$ cat src/rtl/l2_bus_pkg.sv
// Shared types and opcode decoding for the L2 bus request decoder.
// Opcodes arrive as ASCII: two characters on the L1 bus, one on the snoop bus.
package l2_bus_pkg;

   typedef enum logic [2:0] {
      CMD_DR = 3'd0,
      CMD_DW = 3'd1,
      CMD_IR = 3'd2,
      CMD_SI = 3'd3,
      CMD_SR = 3'd4,
      CMD_SW = 3'd5,
      CMD_SM = 3'd6
   } cmd_t;

   typedef struct packed {
      logic ok;
      cmd_t cmd;
   } decode_t;

   localparam logic [15:0] OP_L1_DR = 16'h4452;
   localparam logic [15:0] OP_L1_DW = 16'h4457;
   localparam logic [15:0] OP_L1_IR = 16'h4952;
   localparam logic [7:0]  OP_SN_I  = 8'h49;
   localparam logic [7:0]  OP_SN_R  = 8'h52;
   localparam logic [7:0]  OP_SN_W  = 8'h57;
   localparam logic [7:0]  OP_SN_M  = 8'h4D;

   function automatic decode_t decode_l1(input logic [15:0] op);
      decode_t d;
      d.ok  = 1'b1;
      d.cmd = CMD_DR;
      case (op)
         OP_L1_DR: d.cmd = CMD_DR;
         OP_L1_DW: d.cmd = CMD_DW;
         OP_L1_IR: d.cmd = CMD_IR;
         default: begin
            d.ok  = 1'b0;
            d.cmd = CMD_DR;
         end
      endcase
      return d;
   endfunction

   function automatic decode_t decode_snoop(input logic [7:0] op);
      decode_t d;
      d.ok  = 1'b1;
      d.cmd = CMD_SI;
      case (op)
         OP_SN_I: d.cmd = CMD_SI;
         OP_SN_R: d.cmd = CMD_SR;
         OP_SN_W: d.cmd = CMD_SW;
         OP_SN_M: d.cmd = CMD_SM;
         default: begin
            d.ok  = 1'b0;
            d.cmd = CMD_SI;
         end
      endcase
      return d;
   endfunction

endpackage

$ cat src/rtl/l2_req_fifo.sv
// Synchronous FIFO with extra-MSB pointers; a pop in the same cycle frees a
// slot so a push into a full queue still succeeds.
module l2_req_fifo
   import l2_bus_pkg::*;
#(
   parameter int width = 35,
   parameter int depth = 4
) (
   input  logic             clk,
   input  logic             reset,
   input  logic             push,
   input  logic [width-1:0] push_data,
   input  logic             pop,
   output logic [width-1:0] pop_data,
   output logic             full,
   output logic             empty
);

   localparam int AW = $clog2(depth);
   localparam logic [AW:0] PTR_ONE = {{AW{1'b0}}, 1'b1};

   logic [AW:0]      wr_ptr_r;
   logic [AW:0]      rd_ptr_r;
   logic [width-1:0] mem_r [depth];
   logic             do_pop_s;
   logic             do_push_s;

   assign full      = (wr_ptr_r[AW] != rd_ptr_r[AW]) && (wr_ptr_r[AW-1:0] == rd_ptr_r[AW-1:0]);
   assign empty     = (wr_ptr_r == rd_ptr_r);
   assign do_pop_s  = pop && !empty;
   assign do_push_s = push && (!full || do_pop_s);
   assign pop_data  = mem_r[rd_ptr_r[AW-1:0]];

   // Pointer update
   always_ff @(posedge clk or posedge reset) begin
      if (reset) begin
         wr_ptr_r <= {(AW+1){1'b0}};
         rd_ptr_r <= {(AW+1){1'b0}};
      end else begin
         if (do_push_s) wr_ptr_r <= wr_ptr_r + PTR_ONE;
         else           wr_ptr_r <= wr_ptr_r;
         if (do_pop_s)  rd_ptr_r <= rd_ptr_r + PTR_ONE;
         else           rd_ptr_r <= rd_ptr_r;
      end
   end

   // Storage write; contents are qualified by the pointers so need no reset
   always_ff @(posedge clk) begin
      if (do_push_s) mem_r[wr_ptr_r[AW-1:0]] <= push_data;
   end

endmodule

$ cat src/rtl/l2_bus_request_decoder.sv
// Decodes L1 and snoop bus requests into per-channel queues and presents them
// to the L2 controller through a single valid/ready holding register.
module l2_bus_request_decoder
   import l2_bus_pkg::*;
#(
   parameter int stats       = 1,
   parameter int addressSize = 32,
   parameter int fifoDepth   = 4
) (
   input  logic                   clk,
   input  logic                   reset,
   input  logic                   l1_valid,
   input  logic [addressSize-1:0] l1_address,
   input  logic [15:0]            l1_operation,
   input  logic                   snoop_valid,
   input  logic [addressSize-1:0] snoop_address,
   input  logic [7:0]             snoop_operation,
   output logic                   req_valid,
   input  logic                   req_ready,
   output logic [2:0]             req_cmd,
   output logic [addressSize-1:0] req_address,
   output logic                   req_is_snoop,
   output logic                   decode_error,
   output logic                   overflow,
   output logic [31:0]            l1_count,
   output logic [31:0]            snoop_count
);

   localparam int ENTRY_W = 3 + addressSize;

   decode_t            l1_dec_s;
   decode_t            snoop_dec_s;
   logic               l1_push_s;
   logic               snoop_push_s;
   logic               l1_accept_s;
   logic               snoop_accept_s;
   logic               l1_full_s;
   logic               l1_empty_s;
   logic               snoop_full_s;
   logic               snoop_empty_s;
   logic               l1_pop_s;
   logic               snoop_pop_s;
   logic               load_s;
   logic [ENTRY_W-1:0] l1_entry_s;
   logic [ENTRY_W-1:0] snoop_entry_s;
   logic [ENTRY_W-1:0] l1_head_s;
   logic [ENTRY_W-1:0] snoop_head_s;

   assign l1_dec_s      = decode_l1(l1_operation);
   assign snoop_dec_s   = decode_snoop(snoop_operation);
   assign l1_push_s     = l1_valid && l1_dec_s.ok;
   assign snoop_push_s  = snoop_valid && snoop_dec_s.ok;
   assign l1_entry_s    = {l1_dec_s.cmd, l1_address};
   assign snoop_entry_s = {snoop_dec_s.cmd, snoop_address};

   // Mirrors the FIFO's own acceptance rule so drops and counts stay consistent
   assign l1_accept_s    = l1_push_s && (!l1_full_s || l1_pop_s);
   assign snoop_accept_s = snoop_push_s && (!snoop_full_s || snoop_pop_s);

   l2_req_fifo #(.width(ENTRY_W), .depth(fifoDepth)) u_l1_fifo (
      .clk       (clk),
      .reset     (reset),
      .push      (l1_push_s),
      .push_data (l1_entry_s),
      .pop       (l1_pop_s),
      .pop_data  (l1_head_s),
      .full      (l1_full_s),
      .empty     (l1_empty_s)
   );

   l2_req_fifo #(.width(ENTRY_W), .depth(fifoDepth)) u_snoop_fifo (
      .clk       (clk),
      .reset     (reset),
      .push      (snoop_push_s),
      .push_data (snoop_entry_s),
      .pop       (snoop_pop_s),
      .pop_data  (snoop_head_s),
      .full      (snoop_full_s),
      .empty     (snoop_empty_s)
   );

   // Arbiter: refill the stage when it is free, snoop queue first
   always_comb begin
      load_s      = !req_valid || req_ready;
      l1_pop_s    = 1'b0;
      snoop_pop_s = 1'b0;
      if (load_s) begin
         if (!snoop_empty_s) begin
            snoop_pop_s = 1'b1;
         end else if (!l1_empty_s) begin
            l1_pop_s = 1'b1;
         end else begin
            l1_pop_s    = 1'b0;
            snoop_pop_s = 1'b0;
         end
      end else begin
         l1_pop_s    = 1'b0;
         snoop_pop_s = 1'b0;
      end
   end

   // Output holding register
   always_ff @(posedge clk or posedge reset) begin
      if (reset) begin
         req_valid    <= 1'b0;
         req_cmd      <= 3'd0;
         req_address  <= {addressSize{1'b0}};
         req_is_snoop <= 1'b0;
      end else if (snoop_pop_s) begin
         req_valid    <= 1'b1;
         req_cmd      <= snoop_head_s[ENTRY_W-1 -: 3];
         req_address  <= snoop_head_s[addressSize-1:0];
         req_is_snoop <= 1'b1;
      end else if (l1_pop_s) begin
         req_valid    <= 1'b1;
         req_cmd      <= l1_head_s[ENTRY_W-1 -: 3];
         req_address  <= l1_head_s[addressSize-1:0];
         req_is_snoop <= 1'b0;
      end else if (load_s) begin
         req_valid    <= 1'b0;
      end else begin
         req_valid    <= req_valid;
      end
   end

   // Error and drop pulses, one cycle after the offending strobe
   always_ff @(posedge clk or posedge reset) begin
      if (reset) begin
         decode_error <= 1'b0;
         overflow     <= 1'b0;
      end else begin
         decode_error <= (l1_valid && !l1_dec_s.ok) || (snoop_valid && !snoop_dec_s.ok);
         overflow     <= (l1_push_s && !l1_accept_s) || (snoop_push_s && !snoop_accept_s);
      end
   end

   // Per-channel accepted-request statistics
   always_ff @(posedge clk or posedge reset) begin
      if (reset) begin
         l1_count    <= 32'd0;
         snoop_count <= 32'd0;
      end else if (stats != 0) begin
         if (l1_accept_s) l1_count <= l1_count + 32'd1;
         else             l1_count <= l1_count;
         if (snoop_accept_s) snoop_count <= snoop_count + 32'd1;
         else                snoop_count <= snoop_count;
      end else begin
         l1_count    <= 32'd0;
         snoop_count <= 32'd0;
      end
   end

endmodule

$ cat config.mk
export PLATFORM = sky130hd
export DESIGN_NAME = l2_bus_request_decoder
export DESIGN_NICKNAME = d
export VERILOG_FILES = /design/src/rtl/l2_bus_pkg.sv /design/src/rtl/l2_req_fifo.sv /design/src/rtl/l2_bus_request_decoder.sv
export SDC_FILE = /design/constraint.sdc
export NUM_CORES = 1
export LEC_CHECK = 0
export CORE_UTILIZATION = 55
export CTS_CLUSTER_SIZE = 24
export DETAILED_ROUTE_END_ITERATION = 12
export HOLD_SLACK_MARGIN = 0.03
export PLACE_DENSITY = 0.79
export SETUP_SLACK_MARGIN = 0.02
export SYNTH_ARGS = -nofsm -noshare
export SYNTH_HDL_FRONTEND = slang
export SYNTH_HIERARCHICAL = 1
export SYNTH_SLANG_ARGS = --single-unit
$ cat constraint.sdc
create_clock -name clk -period 6.15 [get_ports clk]
set_input_delay 0.9225 -clock clk [delete_from_list [all_inputs] [get_ports clk]]
set_output_delay 0.9225 -clock clk [all_outputs]
set_load 0.05 [all_outputs]
==> out/metrics.csv <==
stage;metric;value;unit
layout;layout.cells.non_filler;1537;
floorplanning;core-area;28200;um2
critical_path;r2r.worst_path.cells;7;
worst_hold_path;hp-class;flop to flop;
global_routing;grtUsageTotal;0.232;
layout;final_area;19600;um2
power_and_ir_drop;powerComb;1520;uW
power_and_ir_drop;switchingPower;2030;uW
worst_hold_path;min_path_cells;1;
cts;tritoncts;done;
critical_path;cp.depth;7;
final_timing;finalSetupViolations;0;
cts;cts_buffer_depth;3;
cts;numClockSinks;395;
logic_synthesis;topCellsByArea;edfxtp_1 (53%), dfrtp_1 (18%), mux4_2 (9.9%);
critical_path;path_buffers;1;
critical_path;worstPathArrival;4.19;ns
global_routing;antenna_found_initial;4;
critical_path;critPathMaxStageDelay;0.98;ns
power_and_ir_drop;powerSeq;3160;uW
floorplanning;row_count;61;
outcome;status;finished, final reports clean;
logic_synthesis;synth_top_area_share;0.527;
logic_synthesis;enable_flop_cells;280;
logic_synthesis;synth_top_cell_by_count;edfxtp_1;
power_and_ir_drop;power.combinational.fraction;0.215;
detailed_routing;drt_wl_total;33000;um
logic_synthesis;async_flop_share;0.291;
power_and_ir_drop;power.group.top;sequential cells;
detailed_routing;firstDrtPassIters;5;
detailed_routing;ant_nets;0;
logic_synthesis;yosysTopAreaCell;edfxtp_1;
run;openroad.warnings;32;
global_routing;grt_overflow;0;
power_and_ir_drop;clkPwrFrac;0.336;
logic_synthesis;ys_warn_count;6;
==> area by class of cell <==
class | count | share of cell area
Sequential cell | 395 | 0.576
Multi-Input combinational cell | 470 | 0.227
Timing Repair Buffer | 204 | 0.103
Clock buffer | 55 | 0.0571
Tap cell | 378 | 0.0241
Clock inverter | 17 | 0.00932
Inverter | 14 | 0.00281
Antenna cell | 4 | 0.000511
==> logic make-up (layout without fill, tap and decap cells) <==
group / after synthesis / after routing / synth area share
DFF: 395 / 395 / 0.708
and+or+nand+nor: 206 / 206 / 0.0704
muxes: 111 / 111 / 0.125
xor gates and xnor gates: 79 / 79 / 0.0467
AOI/OAI and AO/OA: 58 / 58 / 0.0256
buffers and inverters: 49 / 290 / 0.0151
adders and majority gates: 12 / 12 / 0.00941
other: 1 / 8 / 0.000235
==> layer usage <==
layer | part of all wire | global-route usage
met5 | 0 | 0
met4 | 0.027 | 0.0889
met3 | 0.061 | 0.0433
met2 | 0.50 | 0.374
met1 | 0.42 | 0.317
==> final timing paths <==
check	startpoint	to	slack (ns)
hold reg to reg	l1_count[31]	l1_count[31]	0.47
setup / recovery	u_snoop_fifo/rd_ptr_r[1]	u_l1_fifo/mem_r[0][9]	2.10
max in group asynchronous	reset	req_address[4]	4.06
setup reg to reg	u_snoop_fifo/rd_ptr_r[1]	u_l1_fifo/mem_r[0][9]	2.10
hold / removal	l1_count[31]	l1_count[31]	0.47
min in group asynchronous	reset	u_snoop_fifo/rd_ptr_r[1]	0.80
==> sequential cells by signal (all words and copies together) (netlist names) <==
| register | flops |
|---|---|
| overflow | 1 |
| snoop_count | 32 |
| req_is_snoop | 1 |
| u_l1_fifo/mem_r | 140 |
| req_cmd | 3 |
| req_address | 32 |
| req_valid | 1 |
| u_l1_fifo/rd_ptr_r | 3 |
| u_snoop_fifo/wr_ptr_r | 3 |
| u_snoop_fifo/rd_ptr_r | 3 |
| u_snoop_fifo/mem_r | 140 |
| u_l1_fifo/wr_ptr_r | 3 |
| l1_count | 32 |
| decode_error | 1 |
==> metrics by stage <==
step / hold WS [ns] / setup WS [ns] / power, uW
final: 0.471 / 2.10 / 7050
after global routing: 0.484 / 1.88 / 7310
after CTS: 0.474 / 2.07 / 7110
after detailed placement: 0.462 / 2.07 / 4720
after global placement: 0.460 / 2.19 / 4700
after floorplan: 0.501 / 2.52 / 4180
==> cell usage in the layout (no fill, tap or decap), types with 3 or more instances in the layout <==
cell type	synthesis	layout
o41ai_2	4	4
and3_1	16	10
nor3b_2	4	4
conb_1	1	4
mux2i_1	35	35
edfxtp_1	280	280
o21ai_0	37	37
xor2_1	33	33
dfrtp_2	0	4
clkbuf_1	17	10
clkbuf_16	0	41
nor3_1	22	22
inv_1	13	12
clkdlybuf4s50_1	0	195
clkbuf_8	0	4
clkinv_1	1	6
ha_1	12	12
and2_1	5	5
diode_2	0	4
nand4_1	18	18
and4_1	9	9
nand2_1	65	65
dfrtp_1	115	111
buf_4	1	9
bufinv_16	0	4
nor2_1	14	14
nand2b_1	4	4
nor4_1	6	6
mux2_1	4	4
xnor2_1	42	42
and3_2	0	6
nand3_1	28	28
nor3b_1	3	3
clkinv_2	0	5
mux4_2	70	70
### PDN straps and rails

The bar under the picture is 50 um long. Pins as bars on the die edge. Tap cells in grey.
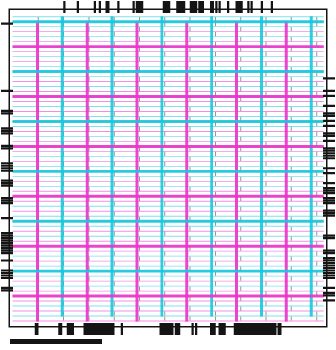
magenta -> VSS
cyan -> VDD
met4 straps = 12
met1 rails = 62

### Cell classes on the final placement

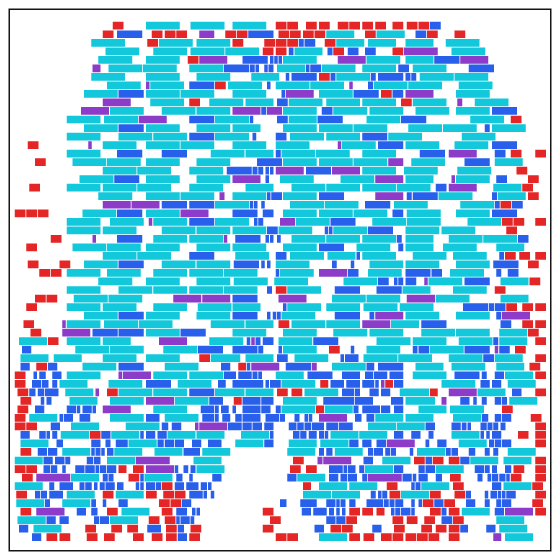
red -> other buffers and delay cells  # cells 204
cyan -> flip-flops  # cells 395
blue -> all other logic  # cells 484
purple -> clock drivers and dummy loads  # cells 72

### Clock network drawn from the DEF

The bar under the picture is 50 um long.
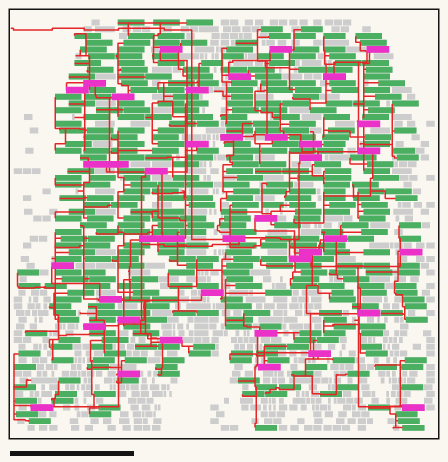
magenta -> cells driving clock nets  # count 40
green -> flip-flops  # count 395
red -> clock wires  # length 4010 um
flops lie = all over the die

### Metal layers overlaid

The bar under the picture is 50 um long. Only two layers are drawn.
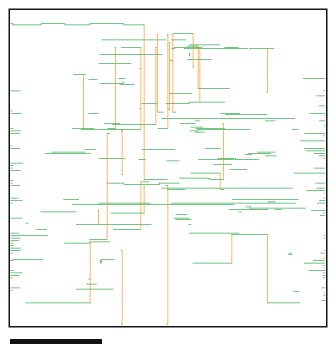
green -> met3  # wire length 2020 um
orange -> met4  # wire length 883 um

No activity file was given, so power comes from the tool's default toggle rates.
